Gate families picked out:
Bar = 50 µm.
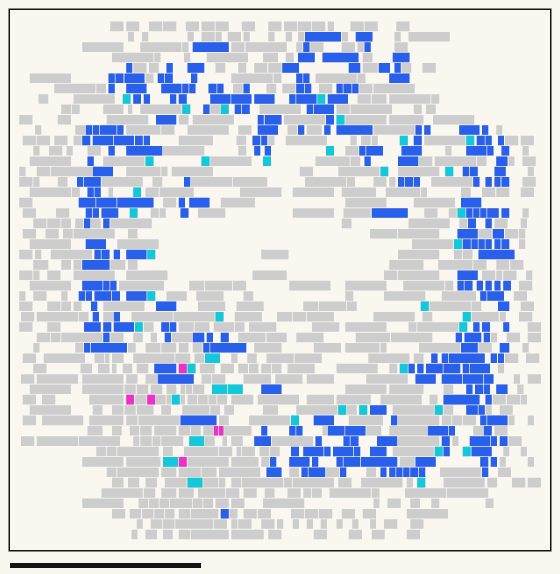
Signal wires by layer:
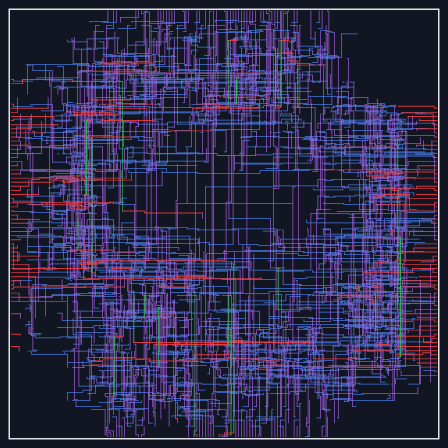
Clock routing:
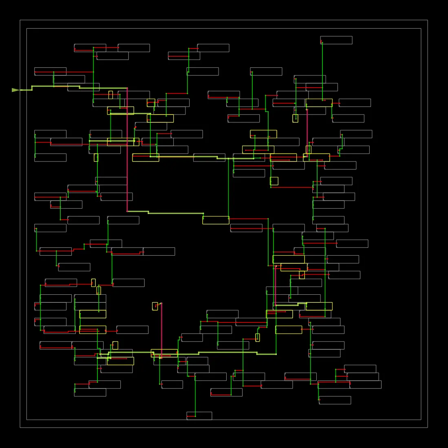
## src/rtl/fwd_bypass_net.sv

```systemverilog
// rtl/fwd_bypass_net.sv - in-flight register write history with multi-port operand forwarding
//
// Purpose: keeps a DEPTH-slot history of register writes that have not yet reached the
// register file (slot 0 youngest). Each of NUM_RD read ports returns the youngest matching
// in-flight value, or the register-file value when nothing matches. A load whose data is
// not yet known sits pending in slot 0; a port that would forward it raises hazard_stall.
//
// Ports:
//   clk, rst            rising-edge clock, synchronous active-high reset
//   adv                 pipeline advance; the history shifts only when high
//   flush               kill the instruction entering (adv=1) or sitting in (adv=0) slot 0
//   wr_valid/rd/data    write carried by the instruction entering slot 0
//   wr_pending          that write is a load whose data arrives later on ld_data
//   ld_data             load result for a pending slot 0 as it moves into slot 1
//   rs_addr, rf_data    per-port source register and register-file read data
//   fwd_data, fwd_sel   per-port operand and source (0 = register file, k = slot k-1)
//   hazard_stall        some port's youngest match is still pending
module fwd_bypass_net #(
  parameter int DATA_WIDTH = 32,
  parameter int REG_ADDR_W = 5,
  parameter int DEPTH      = 3,
  parameter int NUM_RD     = 2,
  parameter int SEL_W      = $clog2(DEPTH + 1)
) (
  input  logic                         clk,
  input  logic                         rst,
  input  logic                         adv,
  input  logic                         flush,
  input  logic                         wr_valid,
  input  logic [REG_ADDR_W-1:0]        wr_rd,
  input  logic [DATA_WIDTH-1:0]        wr_data,
  input  logic                         wr_pending,
  input  logic [DATA_WIDTH-1:0]        ld_data,
  input  logic [NUM_RD*REG_ADDR_W-1:0] rs_addr,
  input  logic [NUM_RD*DATA_WIDTH-1:0] rf_data,
  output logic [NUM_RD*DATA_WIDTH-1:0] fwd_data,
  output logic [NUM_RD*SEL_W-1:0]      fwd_sel,
  output logic                         hazard_stall
);

  logic                  valid_q [DEPTH];
  logic                  valid_d [DEPTH];
  logic                  pend_q  [DEPTH];
  logic                  pend_d  [DEPTH];
  logic [REG_ADDR_W-1:0] rd_q    [DEPTH];
  logic [REG_ADDR_W-1:0] rd_d    [DEPTH];
  logic [DATA_WIDTH-1:0] data_q  [DEPTH];
  logic [DATA_WIDTH-1:0] data_d  [DEPTH];

  always_comb begin
    for (int i = 0; i < DEPTH; i++) begin
      valid_d[i] = valid_q[i];
      pend_d[i]  = pend_q[i];
      rd_d[i]    = rd_q[i];
      data_d[i]  = data_q[i];
    end
    if (adv) begin
      for (int i = 1; i < DEPTH; i++) begin
        valid_d[i] = valid_q[i-1];
        pend_d[i]  = pend_q[i-1];
        rd_d[i]    = rd_q[i-1];
        data_d[i]  = data_q[i-1];
      end
      // A load leaving slot 0 picks up its data on the way out, so only slot 0 is ever pending.
      if (pend_q[0]) begin
        data_d[1] = ld_data;
        pend_d[1] = 1'b0;
      end
      // flush with adv kills only the incoming entry; the old slot 0 has already shifted.
      valid_d[0] = wr_valid & ~flush;
      rd_d[0]    = wr_rd;
      data_d[0]  = wr_data;
      pend_d[0]  = wr_pending & wr_valid & ~flush;
    end else if (flush) begin
      valid_d[0] = 1'b0;
      pend_d[0]  = 1'b0;
    end
  end

  always_ff @(posedge clk) begin
    for (int i = 0; i < DEPTH; i++) begin
      rd_q[i]   <= rd_d[i];
      data_q[i] <= data_d[i];
      if (rst) begin
        valid_q[i] <= 1'b0;
        pend_q[i]  <= 1'b0;
      end else begin
        valid_q[i] <= valid_d[i];
        pend_q[i]  <= pend_d[i];
      end
    end
  end

  logic [REG_ADDR_W-1:0] addr;
  logic [NUM_RD-1:0]     stall_term;

  always_comb begin
    fwd_data   = rf_data;
    fwd_sel    = '0;
    stall_term = '0;
    addr       = '0;
    for (int p = 0; p < NUM_RD; p++) begin
      addr = rs_addr[p*REG_ADDR_W +: REG_ADDR_W];
      // Scan oldest to youngest so the youngest match overwrites any older one.
      for (int k = DEPTH - 1; k >= 0; k--) begin
        if (valid_q[k] && rd_q[k] == addr && addr != '0) begin
          fwd_sel[p*SEL_W +: SEL_W] = SEL_W'(k + 1);
          stall_term[p]             = pend_q[k];
          fwd_data[p*DATA_WIDTH +: DATA_WIDTH] =
              pend_q[k] ? rf_data[p*DATA_WIDTH +: DATA_WIDTH] : data_q[k];
        end
      end
    end
    hazard_stall = |stall_term;
  end

endmodule
```

## config.mk

```make
export PLATFORM = sky130hd
export DESIGN_NAME = fwd_bypass_net
export DESIGN_NICKNAME = d
export VERILOG_FILES = /design/src/rtl/fwd_bypass_net.sv
export SDC_FILE = /design/constraint.sdc
export NUM_CORES = 1
export LEC_CHECK = 0
export CAP_MARGIN = 15
export CELL_PAD_IN_SITES_DETAIL_PLACEMENT = 0
export CELL_PAD_IN_SITES_GLOBAL_PLACEMENT = 1
export CORE_MARGIN = 2
export CORE_UTILIZATION = 36
export DETAILED_ROUTE_END_ITERATION = 6
export PLACE_DENSITY = 0.88
export SYNTH_ARGS = -nofsm -noshare
export SYNTH_HDL_FRONTEND = slang
export SYNTH_SLANG_ARGS = --single-unit
export TNS_END_PERCENT = 30
```

## constraint.sdc

```tcl
create_clock -name clk -period 2.6 [get_ports clk]
set_input_delay 0.39 -clock clk [delete_from_list [all_inputs] [get_ports clk]]
set_output_delay 0.39 -clock clk [all_outputs]
set_load 0.01 [all_outputs]
```

==> results.txt <==
Results of the full flow below.

Run status:
- The flow ran to the end, but the final reports show violations.
- The final reports fail on negative setup slack.

Timing:
- Dividing the final minimum period by the clock period gives 1.13.
- For reference, the final report shows the max-slew violation count at 0.
- The run gives the worst max-slew margin expressed relative to the limit as 0.595.
- The run puts the transition time of the tightest slew-check pin at 0.607 ns.
- The run puts the total negative setup slack at -15.81 ns.
- The run gives the minimum clock period after layout as 2.93 ns.
- The run puts the number of endpoints with negative hold slack in the final report at 0.
- On the final layout, the worst hold slack is 0.472 ns.
- The flow reports an fmax of 0.341 GHz.
- The run gives the final setup slack of the worst path as -0.333 ns.
- The run puts the setup violation total in the final timing report at 69.
- Setup repair after global routing could not meet its margin everywhere.

Synth:
- The run gives the number of flops mapped to enable cells by yosys as 111.
- The run gives the synthesis-stage register bit count as 115.
- The run puts the sequential element share of the synthesized area at 0.500.
- The run gives the most common flop cell mapped by yosys as sky130_fd_sc_hd__edfxtp_1.
- The run puts the Yosys chip area at 0.00682 mm².
- Counting flops with an async set or reset pin after synthesis yields a share of 0.
- The run puts the average footprint of a synthesized cell at 11.5 µm².
- The run puts the count of mapped cells out of synthesis at 595.
- The run gives the number of distinct library cell variants in the gate-level netlist after synthesis as 33.
- The run puts the synthesis warning total at 0.
- For this design, Yosys synthesis ends with a cell count of 595.
- The run gives the synthesized cell area as 0.00682 mm².
- The run gives the net count after synthesis as 744.

Route:
- The run puts the number of vias after detailed routing at 6587.
- The run puts the wire length on met3 at 2240 µm.
- The run gives the routed wire length as 25000 µm.
- The run puts the number of DRC markers in iteration 0 at 516.
- The run gives the wire length on met2 as 11900 µm.
- The run gives the topmost layer with routed signal wires as met4.
- For this run, the detailed router's first-pass iteration total came to 5.
- The run puts the ratio of routed vias to standard cells at 5.77.
- The run gives the tally of nets with antenna violations remaining after routing as 0.
- The run gives the number of design rule violations left after detail routing as 0.
- Dividing the detail-routed wire length by the instance count gives 21.9 µm.
- For this block, wires on met1 add up to 10200 µm.

Clock tree:
- Hold repair after CTS inserted 0 buffers.
- TritonCTS built the clock tree.
- The run puts the H-tree depth reported by CTS at 4.
- The run gives the number of clock buffers inserted by TritonCTS as 17.
- The tree is rooted in a sky130_fd_sc_hd__clkbuf_16.
- The run puts the clock transition at the registers of the reported paths at 0.05 ns.
- The run gives the number of buffers between clock root and the deepest sink as 2.

Setup path:
- The run gives the endpoint required time on the critical path as 2.21 ns.
- The run puts the worst-path maximum fanout at 19.
- STA classifies the critical path startpoint as a flip-flop.
- The run puts the arrival time reported for the critical path endpoint at 2.54 ns.
- STA classifies the critical path endpoint as a primary output.
- The run gives the type of the worst setup path as reg2out.

Global routing:
- The run puts the number of global-route vias before repair at 6563.
- The run gives the total overflow reported by the global router as 0.
- Overall routing resource usage recorded by global route was 0.239.
- The run gives the global-route wire length before repair as 36700 µm.
- Entering global routing, the biggest net connects 45 pins.
- The run puts the number of antenna violations at the first check in global routing at 2.

Cells and area:
- The run gives the count of nets after finishing as 1041.
- For this run, the share of the core covered by cells in the final layout is 0.601.
- The run gives the count of fill cells added during filler insertion as 1469.
- The area growth from synthesis to layout is 64.2%.
- The layout summary lists the proportion of cells stronger than drive strength 1 as 0.366.
- For the completed layout, the total cell area is recorded as 0.0112 mm².
- Leaving out fill and tap cells, the most frequent cells in the layout are 137 x sky130_fd_sc_hd__clkdlybuf4s50_1, 111 x sky130_fd_sc_hd__edfxtp_1, 67 x sky130_fd_sc_hd__buf_2.

Die:
- The run puts the die height at 142 µm.
- The run gives the number of cell rows as 50.
- Per the OpenROAD floorplan log, the area of the core is 0.0186 mm².
- The run puts the top-level port count at 218.
- The run gives the chip width as 142 µm.
- The run puts the fraction of the core area occupied by cells at floorplan at 0.366.
- The run gives the die area as 0.0201 mm².

Pwr:
- The analysis reports a worst IR drop on VDD of 450 µV.
- The run puts the power density normalized to cell area at 478 mW/mm².
- The run puts the leakage power total at 4.26 nW.

Placement:
- Summed over all nets, the half-perimeter wirelength after detailed placement is 15500 µm.
- The run puts the number of I/O port buffers at 217.
- The run gives the final weighted congestion of routability-driven global placement as 0.805.
- The run puts the placed cell area at 0.00970 mm².

Flow run:
- The run puts the number of warnings in the stage logs at 28.
- The run gives the number of maximum-capacitance constraint violations as 0.

Min path:
- In this run the worst hold path is classified as reg2reg.
## Picture notes: 'gate families picked out'
blue -> inverting AOI/OAI gates  # cells 266, most used a21oi_1, where all over the die
magenta -> NAND gates  # cells 6, most used nand4_1
cyan -> AND and OR gates  # cells 40, most used and2_1
most common cell after layout, fill and taps aside: sky130_fd_sc_hd__clkdlybuf4s50_1
combinational fraction of the cell area: 0.325
tally of non-filler cells in the final layout: 1141

## Picture notes: 'signal wires by layer'
green -> metal 4  # wire length 629 µm
blue -> metal 1  # wire length 10200 µm
red -> metal 3  # wire length 2240 µm
purple -> metal 2  # wire length 11900 µm

## Picture notes: 'clock routing'
clock latency at the later pin of the worst-skew pair: 0.41 ns
worst setup skew after layout: 0.00777 ns
CTS sink count: 115

-- timing repair --
action / 4_1_cts / 5_1_grt
pin swaps: 77 / 51
setup buffers: 39 / 9
resized: 363 / 56
endpoints found under the setup margin: 69 / 69
cloned: 4 / 6
-- kinds of logic after synthesis --
group,share of synthesized area
buffers and inverters,0.0488
xor gates and xnor gates,0.0360
muxes,0.00440
AOI/OAI and AO/OA,0.326
and+or+nand+nor,0.0847
DFF,0.500
-- metrics by stage --
stage               power (W)  cells  setup WS, ns
floorplan             0.00258    595         0.422
global placement      0.00311   1055         -1.05
detailed placement    0.00312   1055         -1.06
CTS                   0.00533   1128        -0.370
global route          0.00556   1140        -0.419
finish                0.00535   1141        -0.333
-- layer usage --
layer | vias to the layer above | track usage
li1 | 3004 | -
met1 | 3169 | 0.308
met2 | 356 | 0.383
met3 | 58 | 0.0709
met4 | 0 | 0.0832
met5 | - | 0
-- cell usage after synthesis, drive strengths merged, types with 8 or more instances --
cell type	n	area (µm²)
clkbuf	25	93.8
and2	34	213
edfxtp	111	3330
a21o	32	240
o21ai	66	330
nor2	8	35.0
nor2b	33	206
a21oi	66	338
o22ai	64	400
a221oi	64	855
xnor2	20	175
xor2	8	70.1
buf	33	239
-- path summary, 6_finish.rpt --
| path | depth (start not counted) | slack [ns] | to | start |
|---|---|---|---|---|
| worst max-delay path | 8 | -0.33 | fwd_data[0] | rd_q[0][13] |
| worst min-delay path | 0 | 0.47 | data_q[0][76] | data_q[0][44] |
| worst max register to register | 3 | 1.12 | data_q[0][32] | pend_q[0] |
| worst min register to register | 0 | 0.47 | data_q[0][76] | data_q[0][44] |
-- critical path, cell delays in order (launching register included) --
cell and delay (ns):
sky130_fd_sc_hd__edfxtp_1 0.42, sky130_fd_sc_hd__buf_6 0.15, sky130_fd_sc_hd__xnor2_4 0.17, sky130_fd_sc_hd__nand4_1 0.14, sky130_fd_sc_hd__or3b_4 0.46, sky130_fd_sc_hd__buf_12 0.19
sky130_fd_sc_hd__a221oi_4 0.30, sky130_fd_sc_hd__o22ai_2 0.12, sky130_fd_sc_hd__buf_2 0.16
-- state kept, by name, indices dropped and copies added (netlist names) --
| signal | count |
|---|---|
| data_q | 96 |
| pend_q | 1 |
| rd_q | 15 |
| valid_q | 3 |
-- where the power goes --
part | leakage [nW] | switching (W) | internal, W | total, W
Clock | 0.269 | 0.000816 | 0.00138 | 0.00220
Sequential | 1.12 | 0.0000635 | 0.00219 | 0.00225
Combinational | 2.87 | 0.000396 | 0.000509 | 0.000904
Total | 4.26 | 0.00127 | 0.00408 | 0.00535
-- area by class of cell --
cell class / count / area, µm² / area share
Multi-Input combinational cell: 423 / 3640 / 0.325
Clock inverter: 14 / 120 / 0.0107
Antenna cell: 2 / 5.00 / 0.000447
Timing Repair Buffer: 335 / 3300 / 0.295
Sequential cell: 115 / 3420 / 0.305
Clock buffer: 18 / 429 / 0.0383
Tap cell: 234 / 293 / 0.0261
Power figures rest on the tool's default switching activity, not on a simulated workload.
